### Routing congestion

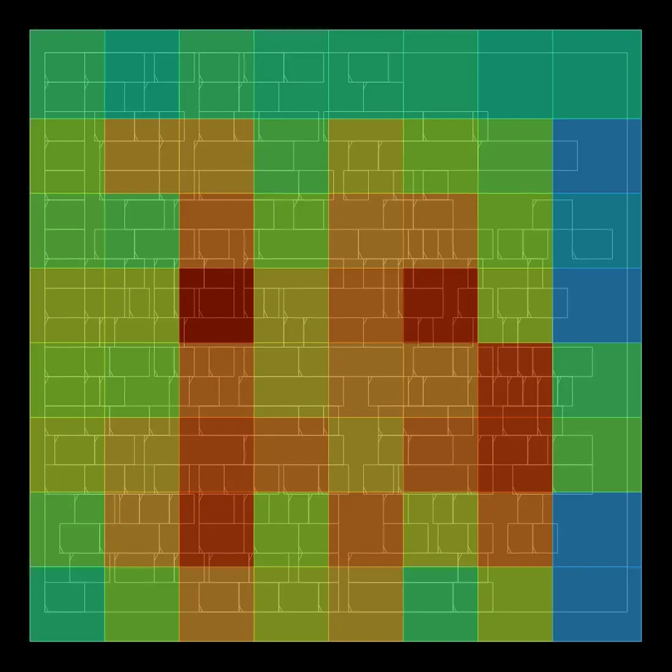
### M2 wires

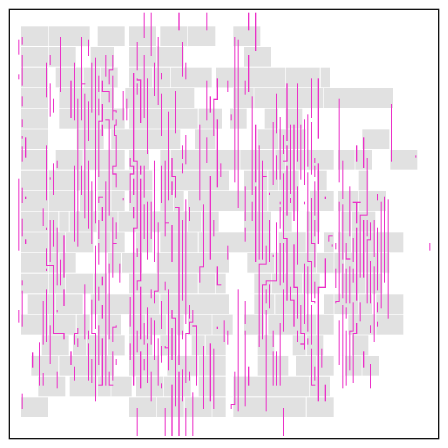
--- config.mk ---
export PLATFORM = sky130hd
export DESIGN_NAME = mux_rr_n
export DESIGN_NICKNAME = d
export VERILOG_FILES = /design/src/rtl/mux_rr_n_pkg.sv /design/src/rtl/mux_rr_n_rr_arbiter.sv /design/src/rtl/mux_rr_n.sv
export SDC_FILE = /design/constraint.sdc
export NUM_CORES = 1
export LEC_CHECK = 0
export CORE_UTILIZATION = 47
export CTS_CLUSTER_SIZE = 25
export DETAILED_ROUTE_END_ITERATION = 10
export HOLD_SLACK_MARGIN = 0.03
export PLACE_DENSITY = 0.89
export SLEW_MARGIN = 20
export SYNTH_ARGS = -nofsm -noshare
export SYNTH_HDL_FRONTEND = slang
export SYNTH_SLANG_ARGS = --single-unit
--- constraint.sdc ---
create_clock -name f2 -period 6.2 [get_ports f2]
set_input_delay 0.93 -clock f2 [delete_from_list [all_inputs] [get_ports f2]]
set_output_delay 0.93 -clock f2 [all_outputs]
set_load 0.01 [all_outputs]
--- src/rtl/mux_rr_n_pkg.sv ---
// Shared PHY TX definitions: default word width, channel limit, clog2 helper.
// Latency: n/a (package only).
// Backpressure: n/a.
package mux_rr_n_pkg;

  localparam int DEF_DATA_WIDTH = 8;
  localparam int MAX_NUM_CH     = 16;

  // Bits needed to encode values 0..v-1, never less than one bit.
  function automatic int clog2(input int v);
    int r;
    r = 0;
    for (int i = 0; i < 31; i++) begin
      if ((1 << i) < v) r = i + 1;
    end
    return (r < 1) ? 1 : r;
  endfunction

endpackage

--- src/rtl/mux_rr_n_rr_arbiter.sv ---
// Rotate-priority arbiter with burst ownership: owner keeps the grant while
// requesting and under the burst limit, else cyclic search from last+1.
// Latency: combinational. Backpressure: none here, the caller gates the grant.
//
// Ports:
//   valid_in  - per-channel request
//   last      - owner of the current/most recent burst
//   burst_cnt - accepted words in the current burst (saturates at BURST_MAX)
//   grant     - one-hot grant, zero when nothing requests
//   grant_idx - encoded grant
//   grant_vld - some channel is granted
module rr_arbiter
  import mux_rr_n_pkg::*;
#(
  parameter int NUM_CH    = 4,
  parameter int BURST_MAX = 4,
  parameter int CH_W      = clog2(NUM_CH),
  parameter int CNT_W     = clog2(BURST_MAX + 1)
) (
  input  logic [NUM_CH-1:0] valid_in,
  input  logic [CH_W-1:0]   last,
  input  logic [CNT_W-1:0]  burst_cnt,
  output logic [NUM_CH-1:0] grant,
  output logic [CH_W-1:0]   grant_idx,
  output logic              grant_vld
);

  localparam logic [CNT_W-1:0] BURST_LIM = CNT_W'(BURST_MAX);

  logic [CH_W-1:0] cand;

  always_comb begin
    grant_idx = '0;
    grant_vld = 1'b0;
    cand      = '0;
    if (valid_in[last] && (burst_cnt < BURST_LIM)) begin
      grant_idx = last;
      grant_vld = 1'b1;
    end else begin
      // Walk from the farthest candidate (last itself) down to last+1 so the
      // nearest requester after last overwrites everything behind it.
      for (int off = NUM_CH; off >= 1; off--) begin
        cand = CH_W'((int'(last) + off) % NUM_CH);
        if (valid_in[cand]) begin
          grant_idx = cand;
          grant_vld = 1'b1;
        end
      end
    end
  end

  assign grant = grant_vld ? (NUM_CH'(1) << grant_idx) : '0;

endmodule

--- src/rtl/mux_rr_n.sv ---
// N-channel round-robin word mux with bounded bursts and source-channel tag.
// Latency: one cycle from accept to registered data_out/ch_out/valid_out.
// Backpressure: ready_out low with a held word drops all ready_in (combinational).
//
// Ports:
//   f2, reset_L          - clock, async active-low reset
//   data_in/valid_in     - NUM_CH packed words and requests
//   ready_in             - per-channel accept, at most one bit high
//   data_out/ch_out      - registered selected word and its source channel
//   valid_out/ready_out  - output handshake
module mux_rr_n
  import mux_rr_n_pkg::*;
#(
  parameter int  NUM_CH     = 4,
  parameter int  DATA_WIDTH = DEF_DATA_WIDTH,
  parameter int  BURST_MAX  = 4,
  localparam int CH_W       = clog2(NUM_CH)
) (
  input  logic                         f2,
  input  logic                         reset_L,
  input  logic [NUM_CH*DATA_WIDTH-1:0] data_in,
  input  logic [NUM_CH-1:0]            valid_in,
  output logic [NUM_CH-1:0]            ready_in,
  output logic [DATA_WIDTH-1:0]        data_out,
  output logic [CH_W-1:0]              ch_out,
  output logic                         valid_out,
  input  logic                         ready_out
);

  localparam int               CNT_W     = clog2(BURST_MAX + 1);
  localparam logic [CNT_W-1:0] BURST_LIM = CNT_W'(BURST_MAX);

  logic [CH_W-1:0]       last;
  logic [CNT_W-1:0]      burst_cnt;
  logic [NUM_CH-1:0]     grant;
  logic [CH_W-1:0]       grant_idx;
  logic                  grant_vld;
  logic                  cap;
  logic                  accept;
  logic [DATA_WIDTH-1:0] ch_dat [NUM_CH];

  for (genvar i = 0; i < NUM_CH; i++) begin : g_split
    assign ch_dat[i] = data_in[i*DATA_WIDTH +: DATA_WIDTH];
  end

  rr_arbiter #(
    .NUM_CH    (NUM_CH),
    .BURST_MAX (BURST_MAX),
    .CH_W      (CH_W),
    .CNT_W     (CNT_W)
  ) u_arb (
    .valid_in  (valid_in),
    .last      (last),
    .burst_cnt (burst_cnt),
    .grant     (grant),
    .grant_idx (grant_idx),
    .grant_vld (grant_vld)
  );

  // Output slot is free this cycle if empty or being drained.
  assign cap      = !valid_out || ready_out;
  // Gated by reset_L so no source sees an accept while reset is asserted.
  assign ready_in = (reset_L && cap) ? grant : '0;
  assign accept   = reset_L && cap && grant_vld;

  always_ff @(posedge f2 or negedge reset_L) begin
    if (!reset_L) begin
      data_out  <= '0;
      ch_out    <= '0;
      valid_out <= 1'b0;
      last      <= CH_W'(NUM_CH - 1);
      burst_cnt <= BURST_LIM;
    end else if (accept) begin
      data_out  <= ch_dat[grant_idx];
      ch_out    <= grant_idx;
      valid_out <= 1'b1;
      if (grant_idx == last) begin
        // Owner can be re-granted by the search after saturating; hold there.
        if (burst_cnt != BURST_LIM) burst_cnt <= burst_cnt + 1'b1;
      end else begin
        last      <= grant_idx;
        burst_cnt <= CNT_W'(1);
      end
    end else if (cap) begin
      if (valid_out) valid_out <= 1'b0;
      // Owner went quiet: its burst is over, it must re-arbitrate on return.
      if (!valid_in[last]) burst_cnt <= BURST_LIM;
    end
  end

endmodule

==> flow_metrics.py <==
# Physical implementation metrics
metrics = {
    "status": {
        "outcome": "completed",
    },
    "cts": {
        "cts_resized": 0,
        "clock_tree.root_cell": "sky130_fd_sc_hd__clkbuf_4",
        "clock_tree.buffer_depth": 2,
        "tritoncts": "done",
        "clk_latency_ns": 0.29,
        "deepest_level_of_the_cts_h_tree": 1,
        "tritoncts.num_buffers": 3,
        "postCtsSetupBuffers": 0,
        "clock_sink_count": 16,
        "cts.clk_slew.worst_paths_ns": 0.09,
        "post_cts_hold_buffer_count": 0,
    },
    "floorplan": {
        "chip_area_um2": 3190,
        "dieWidth_um": 56.5,
        "dieHeight_um": 56.5,
        "placement_rows": 19,
        "pin_count": 54,
        "core-area_um2": 2780,
        "starting_utilization_of_the_core_area_pct": 50.2,
    },
    "final_timing": {
        "worst_slew_pin_slew_ns": 0.785,
        "timing.final.crit_period_ns": 4.62,
        "finalSetupViolations": 0,
        "tns_setup_ns": 0,
        "finalClockSkew_ns": 0.00313,
        "fin_crit_sh_pct": 74.5,
        "relative_slew_slack_pct": 47.5,
        "finalHoldViolCount": 0,
        "finalMaxSlewViolations": 0,
        "max_clock_freq_mhz": 216,
        "post-route-worst-setup-slack_ns": 1.58,
        "fin_worst_hold_slack_ns": 0.482,
    },
    "critical_path": {
        "rr_endpoint": "data_out[3]$_DFFE_PN0P_",
        "critPathCapture": "ready_in[2]",
        "cp_top_family": "buffers and inverters",
        "worst-path-max-fanout": 12,
        "worst_setup_path_startpoint": "valid_in[0]",
        "r2r_slack_ns": 3.45,
        "required_ns": 5.27,
        "critical-path-top-cell-by-count": "sky130_fd_sc_hd__clkdlybuf4s50_1",
        "critical_path.startpoint_type": "input pin",
        "path_class": "in2out",
        "worstPathArrival_ns": 3.69,
        "timing.critical_path.slowest_stage_cell": "sky130_fd_sc_hd__clkdlybuf4s50_1",
        "timing.critical_path.cells": "clkdlybuf4s50_1, mux2_2, o22ai_1, and2_0, nor2_2, and3_1, clkdlybuf4s50_1",
        "number_of_logic_stages_on_the_critical_path_including_buffering": 7,
        "crit_buf_inv": 2,
        "r2r_cells": 6,
        "worst_setup_path_end_kind": "output port",
        "crit_path_max_incr_delay_ns": 0.69,
        "worst_r2r_startpoint": "last[1]$_DFFE_PN1P_",
    },
    "placement": {
        "place.port_buffers": 53,
        "dpl_worst_slack_ns": 1.64,
        "placed_area_um2": 1900,
        "place_inst": 231,
        "detailedPlacementHpwl_mm": 2.79,
        "gp_congestion": 0.823,
    },
    "synth": {
        "yosys.cell_types.count": 41,
        "yosys_most_used_dff": "sky130_fd_sc_hd__dfrtp_1",
        "ys_top_cells_by_area": "sky130_fd_sc_hd__dfrtp_1 23%, sky130_fd_sc_hd__mux2_4 6.5%, sky130_fd_sc_hd__dfstp_2 5.6%",
        "yosys_warnings": 0,
        "avgSynthCellArea_um2": 8.78,
        "ys_seq_elements": 16,
        "synth_chip_area_um2": 1400,
        "yosys_top_cell_by_instances": "sky130_fd_sc_hd__dfrtp_1",
        "number_of_nets_in_the_synthesized_netlist": 200,
        "common_cells": "13 x sky130_fd_sc_hd__dfrtp_1, 12 x sky130_fd_sc_hd__nand3_1, 10 x sky130_fd_sc_hd__nor2_1",
        "yosys-dominant-comb-family": "AND-OR/OR-AND gates",
        "enable_flop_cells": 0,
        "ys_sh_simple_pct": 21.3,
        "largest_area_cell": "sky130_fd_sc_hd__dfrtp_1",
        "post_synth_fa_ha_maj_area_fraction_pct": 1.79,
        "ys_cells": 159,
        "synth.top_cell.area_share_pct": 23.3,
        "aoi_share_pct": 29.0,
        "synth.yosys.seq_area_share_pct": 28.9,
        "synthXorXnorAreaFrac_pct": 0,
        "ys_async_sr_fraction_pct": 100,
        "post_synth_instance_area_um2": 1400,
    },
    "pwr": {
        "vdd_ir_drop_max_mv": 0.354,
    },
    "drt": {
        "detailroute.via_count": 1436,
        "drt.antenna.violating_nets": 0,
        "wl_met3_um": 234,
        "detailedRoute.firstIterationViolations": 66,
        "routed_met2_length_mm": 1.76,
        "dr.pass1.iters": 4,
        "maxUsedRoutingLayer": "met4",
        "via_cell_ratio": 6.11,
        "detail_route.drc_violations": 0,
        "drt-total-wl_mm": 3.65,
        "route.layer.met1.wl_mm": 1.61,
    },
    "global_routing": {
        "first_global_vias": 1460,
        "use_met2_pct": 41.8,
        "grt_overflow": 0,
        "global_routing_usage_on_met1_pct": 33.0,
        "largest_net_degree_at_the_start_of_global_routing": 20,
        "antenna_violations_before_repair": 0,
        "grt_first_pass_wirelength_mm": 6.50,
    },
    "run": {
        "timing.max_cap.violations": 0,
        "log.warning_count": 27,
    },
    "final_layout": {
        "final_nets": 246,
        "final_design_area_no_fill_um2": 1940,
        "insertedDiodeCount": 0,
        "layout.cells.non_filler": 235,
        "lay_top_cells": "53 x sky130_fd_sc_hd__clkdlybuf4s50_1, 13 x sky130_fd_sc_hd__dfrtp_1, 12 x sky130_fd_sc_hd__nand3_1",
        "final_layout_size_suffix_gt1_share_pct": 11.3,
        "n_fill_cell": 195,
    },
    "hold_path": {
        "timing.hold.worst.start": "ch_out[1]$_DFFE_PN0P_",
        "timing.hold.worst_path_depth": 1,
        "hold_class": "reg2reg",
        "min_delay_worst_endpoint": "ch_out[1]$_DFFE_PN0P_",
    },
}
Notes on 'Routing congestion' above:
most used routing layer: met2
fin util: 69.6%
overall routing resource usage: 25.3%
met3 demand-to-capacity share in global routing: 5.76%
average wire per standard cell: 15.5 um

Notes on 'M2 wires' above:
The layer holds 48% of the routed length. The wires run mostly vertical.

-- cells by family (layout without fill, tap and decap cells) --
group	after synthesis	count (layout)
compound gates	51	51
fa+ha+maj	2	2
buf+inv	20	65
flops	16	16
mux	13	13
simple gates	57	57
-- power by group --
group	internal, mW	total, mW	switching [mW]
registers	0.160	0.219	0.0585
clock network	0.0358	0.0689	0.0331
logic	0.259	0.502	0.243
-- area by class of cell --
type / count / area, um^2 / area share (%)
multi-input combinational: 123 / 893 / 46.1
timing repair buffer: 54 / 538 / 27.8
sequential: 16 / 404 / 20.9
tap: 31 / 38.8 / 2.00
clock buffer: 4 / 36.3 / 1.87
inverter: 7 / 26.3 / 1.36
-- registers in the layout, indices dropped and copies added, names as in the netlist --
signal and cells:
burst_cnt 3, ch_out 2, data_out 8, last 2, valid_out 1
Power figures rest on the tool's default switching activity, not on a simulated workload.
